**src/rtl/blink_pkg.sv**
```systemverilog
// Shared types and constants for the LED blinker front-panel control.
package blink_pkg;

    typedef enum logic [1:0] {
        MODE_1HZ   = 2'b00,
        MODE_10HZ  = 2'b01,
        MODE_50HZ  = 2'b10,
        MODE_100HZ = 2'b11
    } blink_mode_t;

    localparam int CLK_HZ      = 25000;
    localparam int DEBOUNCE_MS = 20;
    localparam int DEBOUNCE_CYCLES_DEF = (CLK_HZ / 1000) * DEBOUNCE_MS;

    // Step the blink rate, wrapping from 100 Hz back to 1 Hz.
    function automatic blink_mode_t next_mode(input blink_mode_t m);
        logic [1:0] nxt;
        nxt = m + 2'd1;
        return blink_mode_t'(nxt);
    endfunction

endpackage

```
**src/rtl/blink_mode_ctrl_if.sv**
```systemverilog
// Button inputs and blinker-control outputs of the front-panel stage.
interface blink_mode_ctrl_if;
    logic mode_btn;
    logic en_btn;
    logic enable;
    logic sel0;
    logic sel1;
    logic mode_pulse;

    modport master (
        output mode_btn, en_btn,
        input  enable, sel0, sel1, mode_pulse
    );

    modport slave (
        input  mode_btn, en_btn,
        output enable, sel0, sel1, mode_pulse
    );
endinterface

```
**src/rtl/btn_debounce.sv**
```systemverilog
// Two-flop synchroniser, counting debouncer and one-cycle press strobe
// for a single raw push-button.
module btn_debounce #(
    parameter int DEBOUNCE_CYCLES = 500
) (
    input  logic clk,
    input  logic rst,
    input  logic btn_raw,
    output logic btn_db,
    output logic press
);

    localparam logic [15:0] CNT_LAST = 16'(DEBOUNCE_CYCLES - 1);

    logic        s1;
    logic        s;
    logic [15:0] cnt;

    // The strobe fires on the same edge db is accepted high, so the
    // consumer register updates one edge later.
    always_ff @(posedge clk) begin
        if (rst) begin
            s1     <= 1'b0;
            s      <= 1'b0;
            cnt    <= '0;
            btn_db <= 1'b0;
            press  <= 1'b0;
        end else begin
            s1    <= btn_raw;
            s     <= s1;
            press <= 1'b0;
            if (s == btn_db) begin
                cnt <= '0;
            end else if (cnt == CNT_LAST) begin
                btn_db <= s;
                cnt    <= '0;
                press  <= s;
            end else begin
                cnt <= cnt + 16'd1;
            end
        end
    end

endmodule

```
**src/rtl/blink_mode_ctrl.sv**
```systemverilog
// Front-panel control: debounced mode/enable buttons drive the blinker's
// enable and rate-select inputs.
module blink_mode_ctrl
    import blink_pkg::*;
#(
    parameter int         DEBOUNCE_CYCLES = DEBOUNCE_CYCLES_DEF,
    parameter logic       RESET_ENABLE    = 1'b1,
    parameter logic [1:0] RESET_MODE      = 2'b00
) (
    input logic                clk,
    input logic                rst,
    blink_mode_ctrl_if.slave   bus
);

    logic        mode_db;
    logic        mode_press;
    logic        en_db;
    logic        en_press;
    blink_mode_t mode;
    logic        enable;
    logic        mode_pulse;

    btn_debounce #(.DEBOUNCE_CYCLES(DEBOUNCE_CYCLES)) u_mode_btn (
        .clk     (clk),
        .rst     (rst),
        .btn_raw (bus.mode_btn),
        .btn_db  (mode_db),
        .press   (mode_press)
    );

    btn_debounce #(.DEBOUNCE_CYCLES(DEBOUNCE_CYCLES)) u_en_btn (
        .clk     (clk),
        .rst     (rst),
        .btn_raw (bus.en_btn),
        .btn_db  (en_db),
        .press   (en_press)
    );

    // Both actions are independent, so simultaneous presses land on one edge.
    always_ff @(posedge clk) begin
        if (rst) begin
            mode       <= blink_mode_t'(RESET_MODE);
            enable     <= RESET_ENABLE;
            mode_pulse <= 1'b0;
        end else begin
            mode_pulse <= 1'b0;
            if (mode_press && mode_db) begin
                mode       <= next_mode(mode);
                mode_pulse <= 1'b1;
            end
            if (en_press && en_db) begin
                enable <= ~enable;
            end
        end
    end

    assign bus.enable     = enable;
    assign bus.sel0       = mode[1];
    assign bus.sel1       = mode[0];
    assign bus.mode_pulse = mode_pulse;

endmodule
```
**src/flat_wrapper.sv**
```systemverilog
// flat-port wrapper written by rule: the top's interface ports become plain ports
module blink_mode_ctrl_flat import blink_pkg::*;
#(
    parameter int         DEBOUNCE_CYCLES = DEBOUNCE_CYCLES_DEF,
    parameter logic       RESET_ENABLE    = 1'b1,
    parameter logic [1:0] RESET_MODE      = 2'b00
)
  (clk, rst, bus_mode_btn, bus_en_btn, bus_enable, bus_sel0, bus_sel1, bus_mode_pulse);
  blink_mode_ctrl_if bus_i ();
  input logic clk;
  input logic rst;
  input wire logic [$bits(bus_i.mode_btn)-1:0] bus_mode_btn;
  input wire logic [$bits(bus_i.en_btn)-1:0] bus_en_btn;
  output wire logic [$bits(bus_i.enable)-1:0] bus_enable;
  output wire logic [$bits(bus_i.sel0)-1:0] bus_sel0;
  output wire logic [$bits(bus_i.sel1)-1:0] bus_sel1;
  output wire logic [$bits(bus_i.mode_pulse)-1:0] bus_mode_pulse;
  assign bus_i.mode_btn = bus_mode_btn;
  assign bus_i.en_btn = bus_en_btn;
  assign bus_enable = bus_i.enable;
  assign bus_sel0 = bus_i.sel0;
  assign bus_sel1 = bus_i.sel1;
  assign bus_mode_pulse = bus_i.mode_pulse;
  blink_mode_ctrl #(.DEBOUNCE_CYCLES(DEBOUNCE_CYCLES), .RESET_ENABLE(RESET_ENABLE), .RESET_MODE(RESET_MODE)) u_core (.clk(clk), .rst(rst), .bus(bus_i));
endmodule
```
**config.mk**
```make
export PLATFORM = sky130hd
export DESIGN_NAME = blink_mode_ctrl_flat
export DESIGN_NICKNAME = d
export VERILOG_FILES = /design/src/rtl/blink_pkg.sv /design/src/rtl/blink_mode_ctrl_if.sv /design/src/rtl/btn_debounce.sv /design/src/rtl/blink_mode_ctrl.sv /design/src/flat_wrapper.sv
export SDC_FILE = /design/constraint.sdc
export NUM_CORES = 1
export LEC_CHECK = 0
export CORE_MARGIN = 8
export CORE_UTILIZATION = 48
export DETAILED_ROUTE_END_ITERATION = 8
export GPL_TIMING_DRIVEN = 0
export PLACE_DENSITY = 0.77
export SLEW_MARGIN = 30
export SYNTH_ARGS = -nofsm -noshare
export SYNTH_HDL_FRONTEND = slang
export SYNTH_SLANG_ARGS = --single-unit
```
**constraint.sdc**
```tcl
create_clock -name clk -period 3.07 [get_ports clk]
set_clock_uncertainty 0.05 [all_clocks]
set_input_delay 0.307 -clock clk [delete_from_list [all_inputs] [get_ports clk]]
set_output_delay 0.307 -clock clk [all_outputs]
set_load 0.005 [all_outputs]
```
Figure 1. Cells coloured by class.
Fill, decap, tap and diode cells in grey.
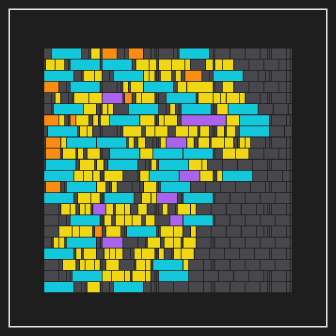
orange -> other buffers and delay cells  # cells 11
yellow -> all other logic  # cells 143
cyan -> flip-flops  # cells 44
purple -> clock drivers and dummy loads  # cells 8

Figure 2. Drive-strength map.
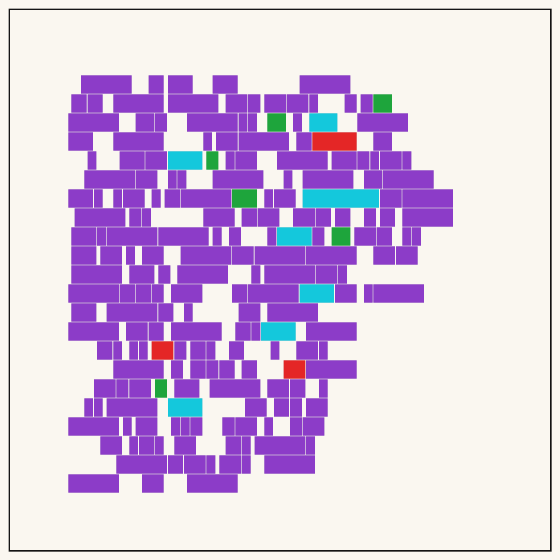
green -> drive 2  # cells 6, share 2.9%, most used buf_2
cyan -> drive 6 and up  # cells 7, share 3.4%, most used clkbuf_8
red -> drive 3 to 4  # cells 3, share 1.5%, most used clkinv_4
purple -> drive 1 or less  # cells 190, share 92%, most used dfxtp_1

Figure 3. Nets reached from selected ports.
The bar under the picture is 20 µm long.
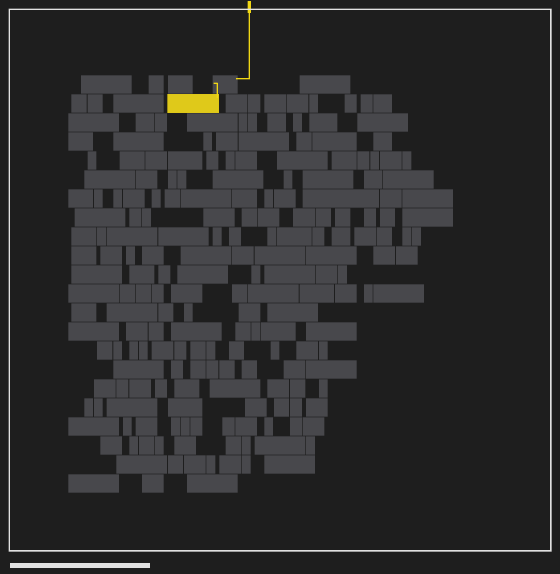
yellow -> `bus_mode_pulse`  # bits 1, direction output, end cells 1, buffers 1, wire 13.9 µm

Figure 4. Metal layers overlaid.
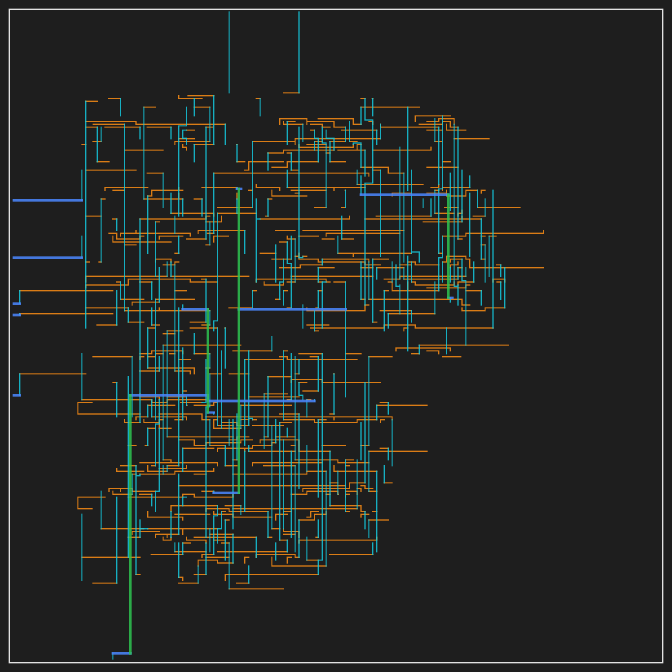
cyan -> met2  # wire length 1360 µm
green -> met4  # wire length 91.1 µm
orange -> met1  # wire length 1460 µm
blue -> met3  # wire length 72.9 µm

==> reports/qor.yml <==
status:
  outcome: "finished, final reports clean"
finish:
  finalNonFillerCells: 254
  clkbuf_count: 5
  seq_share: 0.430
  ff_count: 44
  antenna-diode-count: 0
  fin_util: 0.564
clocking:
  cts_resized: 0
  clockBufferDepth: 2
  postCtsHoldBufs: 0
floorplanning:
  initial_core_util: 0.497
global_route:
  gr-usage-met1: 0.128
  busiest_layer: "met2"
  grt_overflow_total: 0
timing:
  period_minus_slack_ns: 1.96
  period_used_share: 0.640
  hold_ws_ns: 0.396
  hold_viol: 0
worst_setup_path:
  crit_family: "simple AND/OR/NAND/NOR gates"
  slowest_stage: "dfxtp_1"
  cp-endpoint: "u_core.u_en_btn.cnt[9]"
synthesis:
  syn-cell-area_mm2: 0.00180
  ys_types: 30
  ys_async_sr_fraction: 0
  ys_sh_simple: 0.310
  yosys-stat-cells: 191
  synthXorXnorAreaFrac: 0.141
  ys_top_logic_family: "simple AND/OR/NAND/NOR gates"
placed_design:
  placed_area_mm2: 0.00193
  port_buffers: 7
  place_hpwl_um: 2170
detailed_routing:
  via_per_inst: 5.26
  totalWireLength_um: 2980
power:
  intPower_uw: 825
  p_sw_frac: 0.198
worst_hold_path:
  hold_start: "u_core.u_mode_btn.s1"
  hold_class: "reg -> reg"
Power figures rest on the tool's default switching activity, not on a simulated workload.
